==> src/rtl/pwm_cfg_scheduler.sv <==
// pwm_cfg_scheduler
// Shadow/active register bank for the 16-channel PWM datapath, plus the PWM
// period timebase. SPI register writes land in shadow registers. The shadow set
// is copied to the active outputs in one clock, and only right after a period
// wrap, so that duty and enable changes never take effect mid-period.
module pwm_cfg_scheduler #(
    parameter int DIV  = 4,   // clk cycles per PWM counter step (>=1)
    parameter int NREG = 5    // implemented register addresses 0..NREG-1
) (
    input  logic        clk,
    input  logic        rst,
    input  logic        wr_valid,
    output logic        wr_ready,
    input  logic [6:0]  wr_addr,
    input  logic [7:0]  wr_data,
    output logic        wr_err,
    output logic [15:0] en_out,
    output logic [15:0] en_pwm,
    output logic [7:0]  duty,
    output logic [7:0]  pwm_cnt,
    output logic        period_start,
    output logic        cfg_update,
    output logic        pending
);

    // Prescaler width; a DIV of 1 still needs a 1-bit register.
    localparam int PW = (DIV > 1) ? $clog2(DIV) : 1;
    // Number of physical shadow registers backing the output map.
    localparam int NSHADOW = 5;

    typedef enum logic [1:0] {
        IDLE    = 2'd0,
        PENDING = 2'd1,
        COMMIT  = 2'd2
    } state_t;

    state_t                 state_reg;
    logic [PW-1:0]          presc_reg;
    logic [7:0]             pwm_cnt_reg;
    logic                   period_start_reg;
    logic                   cfg_update_reg;
    logic                   pending_reg;
    logic                   wr_err_reg;
    logic [15:0]            en_out_reg;
    logic [15:0]            en_pwm_reg;
    logic [7:0]             duty_reg;
    logic [NSHADOW*8-1:0]   shadow_flat;

    logic step;
    logic wrap;
    logic wr_accept;
    logic addr_ok;
    logic wr_hit;

    // The only stall point is the single COMMIT cycle, so the handshake is
    // decoded straight from the state register rather than registered; that
    // lets wr_ready rise in the very first cycle after reset.
    assign wr_ready  = (state_reg != COMMIT) && !rst;
    assign wr_accept = wr_valid && wr_ready;
    assign addr_ok   = (wr_addr < 7'(NREG));
    assign wr_hit    = wr_accept && addr_ok;

    assign step = (presc_reg == PW'(DIV - 1));
    assign wrap = step && (pwm_cnt_reg == 8'd255);

    assign en_out       = en_out_reg;
    assign en_pwm       = en_pwm_reg;
    assign duty         = duty_reg;
    assign pwm_cnt      = pwm_cnt_reg;
    assign period_start = period_start_reg;
    assign cfg_update   = cfg_update_reg;
    assign pending      = pending_reg;
    assign wr_err       = wr_err_reg;

    // Timebase: prescaler divides clk by DIV, pwm_cnt steps mod 256 and
    // period_start marks the first cycle of each new period (pwm_cnt==0).
    always_ff @(posedge clk) begin
        if (rst) begin
            presc_reg        <= '0;
            pwm_cnt_reg      <= 8'd0;
            period_start_reg <= 1'b0;
        end else begin
            period_start_reg <= wrap;
            if (step) begin
                presc_reg   <= '0;
                pwm_cnt_reg <= pwm_cnt_reg + 8'd1;
            end else begin
                presc_reg   <= presc_reg + 1'b1;
            end
        end
    end

    // One shadow register per implemented address; last accepted write wins.
    genvar gi;
    generate
        for (gi = 0; gi < NSHADOW; gi++) begin : g_shadow
            logic [7:0] data_reg;

            // Capture write data on an accepted write to this address.
            always_ff @(posedge clk) begin
                if (rst) begin
                    data_reg <= 8'd0;
                end else if (wr_hit && (wr_addr == 7'(gi))) begin
                    data_reg <= wr_data;
                end
            end

            assign shadow_flat[gi*8 +: 8] = data_reg;
        end
    endgenerate

    // Commit FSM: IDLE -> PENDING on a write to an implemented register,
    // PENDING -> COMMIT on the period wrap, COMMIT loads all active registers
    // at its closing edge and returns to IDLE. A write accepted on the wrap
    // edge already sits in the shadow bank when COMMIT copies it.
    always_ff @(posedge clk) begin
        if (rst) begin
            state_reg      <= IDLE;
            cfg_update_reg <= 1'b0;
            pending_reg    <= 1'b0;
            wr_err_reg     <= 1'b0;
            en_out_reg     <= 16'd0;
            en_pwm_reg     <= 16'd0;
            duty_reg       <= 8'd0;
        end else begin
            wr_err_reg     <= wr_accept && !addr_ok;
            cfg_update_reg <= 1'b0;
            case (state_reg)
                IDLE: begin
                    if (wr_hit) begin
                        state_reg   <= PENDING;
                        pending_reg <= 1'b1;
                    end
                end
                PENDING: begin
                    if (wrap) begin
                        state_reg      <= COMMIT;
                        cfg_update_reg <= 1'b1;
                    end
                end
                COMMIT: begin
                    en_out_reg  <= {shadow_flat[15:8],  shadow_flat[7:0]};
                    en_pwm_reg  <= {shadow_flat[31:24], shadow_flat[23:16]};
                    duty_reg    <= shadow_flat[39:32];
                    state_reg   <= IDLE;
                    pending_reg <= 1'b0;
                end
                default: begin
                    state_reg   <= IDLE;
                    pending_reg <= 1'b0;
                end
            endcase
        end
    end

endmodule

==> config.mk <==
export PLATFORM = sky130hd
export DESIGN_NAME = pwm_cfg_scheduler
export DESIGN_NICKNAME = d
export VERILOG_FILES = /design/src/rtl/pwm_cfg_scheduler.sv
export SDC_FILE = /design/constraint.sdc
export NUM_CORES = 1
export LEC_CHECK = 0
export CELL_PAD_IN_SITES_DETAIL_PLACEMENT = 0
export CELL_PAD_IN_SITES_GLOBAL_PLACEMENT = 1
export CORE_ASPECT_RATIO = 0.7
export CORE_UTILIZATION = 30
export CTS_CLUSTER_DIAMETER = 30
export DETAILED_ROUTE_END_ITERATION = 6
export DONT_BUFFER_PORTS = 1
export PLACE_DENSITY_LB_ADDON = 0.2
export SYNTH_ARGS = -nofsm -noshare
export SYNTH_HDL_FRONTEND = slang
export SYNTH_SLANG_ARGS = --single-unit
==> constraint.sdc <==
create_clock -name clk -period 1.7 [get_ports clk]
set_input_delay 0.17 -clock clk [delete_from_list [all_inputs] [get_ports clk]]
set_output_delay 0.17 -clock clk [all_outputs]
set_load 0.03 [all_outputs]
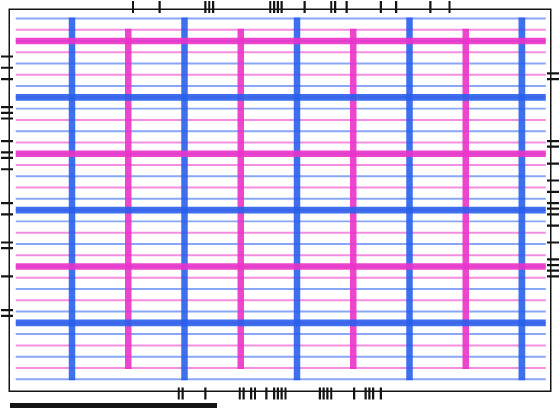
*Supply network, run 1*
The bar under the picture is 50 µm long. Pins as bars on the die edge.
| net | color |
|---|---|
| VDD | magenta |
| VSS | blue |
met4 straps: 9
met1 rails: 33
chip height: 91.8 µm
placeable core area: 11100 µm²
worst IR drop on VDD: 0.000467 V
Die X: 130 µm

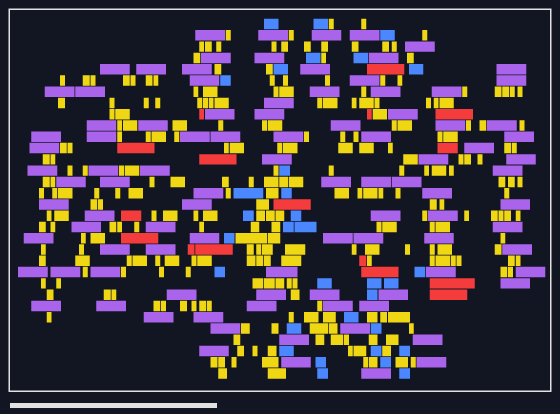
*Placed cells, one color a class, run 1*
The bar under the picture is 50 µm long.
| class | color | cells |
|---|---|---|
| clock drivers and dummy loads | red | 16 |
| flops | purple | 96 |
| other buffers and delay cells | blue | 32 |
| all other logic | yellow | 260 |

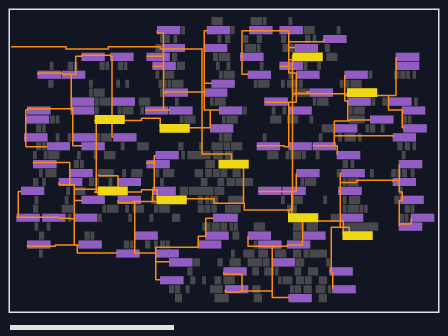
*Clock network drawn from the DEF, run 1*
The bar under the picture is 50 µm long.
[clock wires] orange | length: 1180 µm
[flip-flops] purple | count: 96
[cells driving clock nets] yellow | count: 9
flops lie: spread over the die

==> results.env, run 1 <==
OUTCOME='finished with violations'
FAILING_CHECKS='negative hold slack'
FLOORPLANUTILIZATION=0.310
DIE_AREA_UM2=12000
SYNTH_TOP_CELL_BY_AREA='dfxtp_1'
FINISH.INSTANCE_AREA_UM2=4180
POSTPLACECELLAREA_UM2=3720
SYNTH.YOSYS.WARNINGS=0
LARGEST_REGISTER_FF_COUNT=40
DRT_ITER0_MARKERS=96
GRT.BUSIEST_LAYER='met2'
YS_ASYNC_SR_FRACTION=0
ANTENNA_CELLS_INSERTED=0
CLOCK_BUFFERS_CREATED_BY_TRITONCTS=9
PATH_MAX_FANOUT=15
CTS-ROOT-TO-SINK-BUFFERS=2
WARNING_COUNT=28
WIRE_PER_INST_UM=15.1
CLOCK_INSERTION_DELAY_WORST_SKEW_NS=0.34
CLOCK_TREE.ROOT_CELL='clkbuf_16'
GRT_PASS1_WL_UM=13500
FINALSETUPVIOLATIONS=0
DESIGN.FINAL.NETS=419
SYNTH.TOP_CELLS.BY_AREA='dfxtp_1, mux2i_1, nand2_1'
PIN_COUNT=71
WORST_PATH_LARGEST_CELL_DELAY_NS=0.56
DRV_CAP=0
SYN-MEAN-INSTANCE-AREA_UM2=9.14
PLACE_HPWL_UM=5540
DISTINCT_CELL_TYPE_COUNT_AFTER_SYNTHESIS=28
ANTENNA_FOUND_INITIAL=0
PORT_BUFFERS=0
DRIVE_ABOVE_1_SHARE=0.104
GRT_START_MAX_NET_PINS=96
DRT_FIRST_PASS_ITERS=4
ROWS=32
CTS.REPORTEDPATHS.CLKPINSLEW_NS=0.06
WORST_REL_SLEW_SLACK=0.611
TOP_CELL='dfxtp_1'
YS.FLOP_TYPE='dfxtp_1'
RSZ_0062_RAISED_AFTER_GLOBAL_ROUTING='no'
SYNTHCELLS=378
GLOBALROUTEOVERFLOWTOTAL=0
SYNTH-CELLS-YOSYS=378
TIMING.FINAL.HOLD_VIOLATIONS=78
PRE_CTS_SLACK_NS=0.109
ROUTED-VIA-COUNT=2584
SYNTH_TOP_AREA_SHARE=0.556
SYNTH_SEQUENTIAL_AREA_RATIO=0.556
TRITONCTS='yes'
SYNTH-EDFF-COUNT=0
WIRELENGTH_UM=8390
VIAS_IN_THE_FIRST_GLOBAL_ROUTE=2579
TRACK_USAGE=0.154
POWER_DENSITY_nW_PER_UM2=1040
WORST_HOLD_PATH_TYPE='input pin to flop'
AREA_GROWTH_PCT=20.9
POST_DRT_VIA_CELL_RATIO=4.64
DRV_SLEW=0
LAYOUT_TOP_CELL='dfxtp_1'
HIGHEST_ATTAINABLE_CLOCK_FREQUENCY_GHz=0.627
CTSHOLDBUFFERS=12
YS_CHIP_AREA_UM2=3460
SYNTH.CELL_AREA_UM2=3460
WORST_SLEW_PIN_SLEW_NS=0.578
POST-ROUTE-PERIOD-UTIL=0.939
CRITICAL_PATH_CLASS='flop to flop'
GLOBAL_ROUTE.USAGE.MET3=0.0688
CRITPATHLAUNCHTYPE='flop'
TNS_NS=0
TIMING.CRITICAL_PATH.TO_TYPE='flop'
PERIOD_MINUS_SLACK_NS=1.60
CP_DATA_REQUIRED_TIME_NS=1.98
PATH_CELLS='nand2b_4 -> nand2_1 -> a21oi_1 -> dlygate4sd3_1'
DRC=0
MAPPEDNETLISTNETS=398
RRSETUPSLACK_NS=0.10
CTS_NUM_SINKS=96
CRIT_SLOWEST_CELL='dlygate4sd3_1'
TIMING.FINAL.WS_SETUP_NS=0.104
GRT_UTIL_MET2=0.231
STATIC-LEAKAGE-POWER_uW=0.00169
MET1_USAGE=0.194
YS.FLOPS=96
CTS_SETUP_BUFFERS=0
WORST_EP_ARRIVAL_TIME_NS=1.88
MOSTFREQUENTLAYOUTCELLS='dfxtp_1, nand2_1, nor2_1, a21oi_1, mux2i_1'
POST_CTS_RESIZE_COUNT=0
ROUTABILITY_CONGESTION=0.690
COMMON_CELLS='dfxtp_1, nand2_1, nor2_1'
RESIDUAL_ANTENNA_VIOLATING_NET_COUNT_AFTER_DETAILED_ROUTING=0
WHS_NS=-0.103
CTSHTREEMAXLEVEL=3
CLOCK_SKEW_NS=0.00292
==> run 1: report_power, final <==
| group | internal [µW] | switching [µW] |
|---|---|---|
| logic | 39.1 | 27.6 |
| clock network | 1220 | 808 |
| registers | 2260 | 10.2 |
| total | 3520 | 846 |
==> run 1: stage by stage <==
step           cells  power [µW]  utilization
2_1_floorplan    378        2390            -
3_3_place_gp     527        2370        0.334
3_5_place_dp     527        2380        0.334
4_1_cts          555        4420        0.372
5_1_grt          557        4530        0.375
6_report         557        4360        0.375
==> run 1: final timing paths <==
check / start / endpoint / depth (start not counted)
setup / recovery: state_reg[0] / en_pwm[2] / 4
hold / removal: rst / pwm_cnt[7] / 1
setup reg to reg: state_reg[0] / en_pwm[2] / 4
hold reg to reg: g_shadow[1].data_reg[1] / en_out[9] / 2
==> run 1: worst max-delay path, delay by kind of cell, from the launching register on <==
family          cells  cell delay [ns]
buf+inv             1             0.56
flops               1             0.43
simple gates        2             0.38
compound gates      1             0.16
==> run 1: layout make-up <==
| cell class | instances | area (µm²) |
|---|---|---|
| Sequential cell | 96 | 1920 |
| Fill cell | 1178 | 6950 |
| Clock inverter | 3 | 40.0 |
| Clock buffer | 13 | 260 |
| Multi-Input combinational cell | 260 | 1470 |
| Timing Repair Buffer | 32 | 293 |
| Tap cell | 153 | 191 |
==> run 1: logic make-up (layout without fill, tap and decap cells) <==
logic type | after synthesis | in the layout | share of synthesized area
mux | 41 | 41 | 0.119
buf+inv | 22 | 48 | 0.0239
flops | 96 | 96 | 0.556
xor+xnor | 5 | 5 | 0.0127
simple gates | 165 | 165 | 0.211
compound gates | 47 | 47 | 0.0702
fa+ha+maj | 2 | 2 | 0.00724
==> run 1: routing by layer <==
layer  up-vias  share of wire
met4         0          0.012
met5         -              0
met2        53           0.44
met3         7          0.072
met1      1222           0.47
li1       1302              -
==> inputs of run 2 (changes only) <==
--- a/config.mk
+++ b/config.mk
@@ -9,9 +9,9 @@
 export CELL_PAD_IN_SITES_GLOBAL_PLACEMENT = 1
 export CORE_ASPECT_RATIO = 0.7
 export CORE_UTILIZATION = 30
-export CTS_CLUSTER_DIAMETER = 30
+export CTS_CLUSTER_DIAMETER = 100
 export DETAILED_ROUTE_END_ITERATION = 6
-export DONT_BUFFER_PORTS = 1
+export GPL_TIMING_DRIVEN = 1
 export PLACE_DENSITY_LB_ADDON = 0.2
 export SYNTH_ARGS = -nofsm -noshare
 export SYNTH_HDL_FRONTEND = slang
==> run 2 against run 1 <==
Effect of this change:
- the run now ends clean
- worst hold slack improved by 0.18 ns
- cell area increased by 14%
- non-clock buffer count increased by 57
- routed wire length up 0.43%
- critical path type is now input pin to flop
- largest power group unchanged
==> results.env, run 2 <==
ROUTED-VIA-COUNT=2750  # +6.4%
SYNTH_TOP_AREA_SHARE=0.556  # unchanged
MET1_LENGTH_UM=4340  # +9.7%
WORST_HOLD_PATH_TYPE='input pin to flop'
MET2_WIRELENGTH_UM=3600  # -3.4%
SYNTHCELLS=378  # unchanged
TNS_NS=0  # unchanged
DRT_FIRST_PASS_ITERS=4  # unchanged
PERIOD_MINUS_SLACK_NS=1.62  # +0.0215 ns
SYNTH_TOP_CELL_BY_AREA='dfxtp_1'
LOGIC_FAMILY='simple AND/OR/NAND/NOR gates'
POST_DRT_VIA_CELL_RATIO=4.49  # -3.3%
CLOCK_INSERTION_DELAY_WORST_SKEW_NS=0.33  # about the same
PRE_CTS_SLACK_NS=-0.369  # -0.479 ns
YOSYS.AREA_SHARE.ADDER=0.00724  # unchanged
YS_SH_XOR=0.0127  # unchanged
ROUTED.TOP_LAYER='met4'
GLOBALROUTEOVERFLOWTOTAL=0  # unchanged
SYN-MEAN-INSTANCE-AREA_UM2=9.14  # unchanged
DIE_AREA_UM2=12000  # unchanged
DISTINCT_CELL_TYPE_COUNT_AFTER_SYNTHESIS=28  # unchanged
COMMON_CELLS='dfxtp_1, nand2_1, nor2_1'
OUTCOME='finished clean'
CTS.REPORTEDPATHS.CLKPINSLEW_NS=0.06  # about the same
TOP_CELL='dfxtp_1'
CRITICAL_PATH.REG2REG.STARTPOINT='presc_reg[0]'
CLOCK_BUFFERS_CREATED_BY_TRITONCTS=9  # unchanged
SYNTH-EDFF-COUNT=0  # unchanged
DETAILROUTE.WIRELENGTH.MET3_UM=358  # -41%
FLOORPLANUTILIZATION=0.310  # unchanged
CP_DATA_REQUIRED_TIME_NS=1.90  # -0.08 ns
LARGEST_REGISTER_FF_COUNT=40  # unchanged
DIE_WIDTH_UM=130  # unchanged
SYNTH.MUX.AREA_FRACTION=0.119  # unchanged
LAYOUT_TOP_CELL='dfxtp_1'
AREA_GROWTH_PCT=37.5
SYNTH-CELLS-YOSYS=378  # unchanged
ANTENNA_CELLS_INSERTED=0  # unchanged
SYNTH.YOSYS.WARNINGS=0  # unchanged
DIE-HEIGHT_UM=91.8  # unchanged
HIGHEST_ATTAINABLE_CLOCK_FREQUENCY_GHz=0.618  # -1.3%
PIN_COUNT=71  # unchanged
CTSHOLDBUFFERS=0  # -12
DRT_ITER0_MARKERS=171  # +78%
DRC=0  # unchanged
CLOCK_SKEW_NS=0.00365  # +0.000733 ns
RESIDUAL_ANTENNA_VIOLATING_NET_COUNT_AFTER_DETAILED_ROUTING=0  # unchanged
WORST_REL_SLEW_SLACK=0.678  # +0.0667
WORST_SLEW_PIN_SLEW_NS=0.483  # -0.0952 ns
YS_ASYNC_SR_FRACTION=0  # unchanged
TIMING.CRITICAL_PATH.TO_TYPE='flop'
STATIC-LEAKAGE-POWER_uW=0.00189  # +12%
YS_CHIP_AREA_UM2=3460  # unchanged
SYNTH.TOP_CELLS.BY_AREA='dfxtp_1, mux2i_1, nand2_1'
MAPPEDNETLISTNETS=398  # unchanged
WORST_MIN_DELAY_PATH_STARTPOINT='rst'
WIRE_PER_INST_UM=13.7  # -8.7%
VDD.IR_DROP.WORST_V=0.000483  # +3.4%
DRV_CAP=0  # unchanged
SYNTH_SEQUENTIAL_AREA_RATIO=0.556  # unchanged
CTS_NUM_SINKS=96  # unchanged
POSTPLACECELLAREA_UM2=4420  # +19%
TIMING.FINAL.HOLD_VIOLATIONS=0  # -100%
SYNTH.CELL_AREA_UM2=3460  # unchanged
VIAS_IN_THE_FIRST_GLOBAL_ROUTE=2637  # +2.2%
FINAL_CORE_UTILIZATION=0.427  # +0.0514
CTS-ROOT-TO-SINK-BUFFERS=2  # unchanged
DRIVE_ABOVE_1_SHARE=0.0848  # -0.0192
WIRELENGTH_UM=8420  # +0.43%
TIMING.FINAL.WS_SETUP_NS=0.0829  # -0.0215 ns
WARNING_COUNT=26  # -7.1%
RSZ_0062_RAISED_AFTER_GLOBAL_ROUTING='no'
## run 2: cell counts after synthesis
No cell type changed its count.
## run 2: final timing paths
kind,slack [ns],endpoint,cells after the start
hold reg to reg,0.42,presc_reg[0],1
hold / removal,0.08,pwm_cnt[7],2
setup / recovery,0.08,g_shadow[4].data_reg[2],6
setup reg to reg,0.18,pwm_cnt[7],5
## run 2: area by class of cell
class,instances,area [µm²]
timing repair buffer,89,855
sequential,96,1920
fill,1138,6380
tap,153,191
multi-input combinational,260,1460
clock inverter,3,65.1
clock buffer,12,256
## run 2: metrics by stage
step           total power [µW]  std cells  hold slack [ns]
3_5_place_dp               2500        598            0.416
6_report                   4600        613           0.0802
4_1_cts                    4670        613           0.0631
3_3_place_gp               2500        598            0.408
2_1_floorplan              2390        378            0.314
5_1_grt                    4760        613           0.0811
## run 2: report_power, final
part,total [µW],internal [µW],switching (µW),leakage [µW]
sequential,2270,2260,6.61,0.000774
combinational,179,74.0,105,0.000960
clock,2160,1360,797,0.000159
total,4600,3690,908,0.00189
## run 2: routing by layer
layer | track usage | vias to the layer above
met1 | 0.209 | 1271
met4 | 0.0533 | 0
met3 | 0.0443 | 10
li1 | - | 1414
met5 | 0 | -
met2 | 0.218 | 55
## run 2: worst max-delay path, stage by stage
cell	delay [ns]
clkdlybuf4s50_1	0.44
or4_4	0.58
nor4_4	0.22
buf_12	0.18
mux2i_1	0.19
nor2_1	0.05
## run 2: repair_timing
item | CTS | global route
resized | 2 | 2
endpoints found under the hold margin | 0 | 0
pin swaps | 1 | 0
endpoints found under the setup margin | 9 | 2
gates cloned | 0 | 0
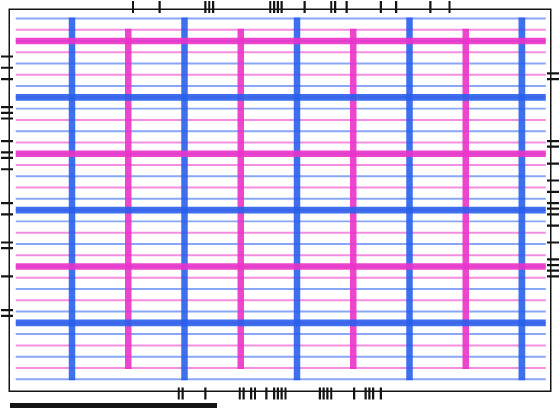
*Supply network, run 2*
The bar under the picture is 50 µm long. Pins as bars on the die edge.
| net | color |
|---|---|
| VSS | blue |
| VDD | magenta |
met5 straps: 6
signal pins: 71
met4 straps: 9
met1 rails: 33
rows: 32

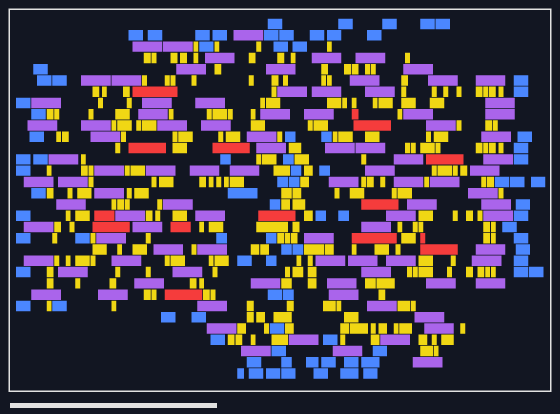
*Placed cells, one color a class, run 2*
The bar under the picture is 50 µm long.
| class | color | cells |
|---|---|---|
| flops | purple | 96 |
| clock drivers and dummy loads | red | 15 |
| other buffers and delay cells | blue | 89 |
| all other logic | yellow | 260 |

Power figures rest on the tool's default switching activity, not on a simulated workload.
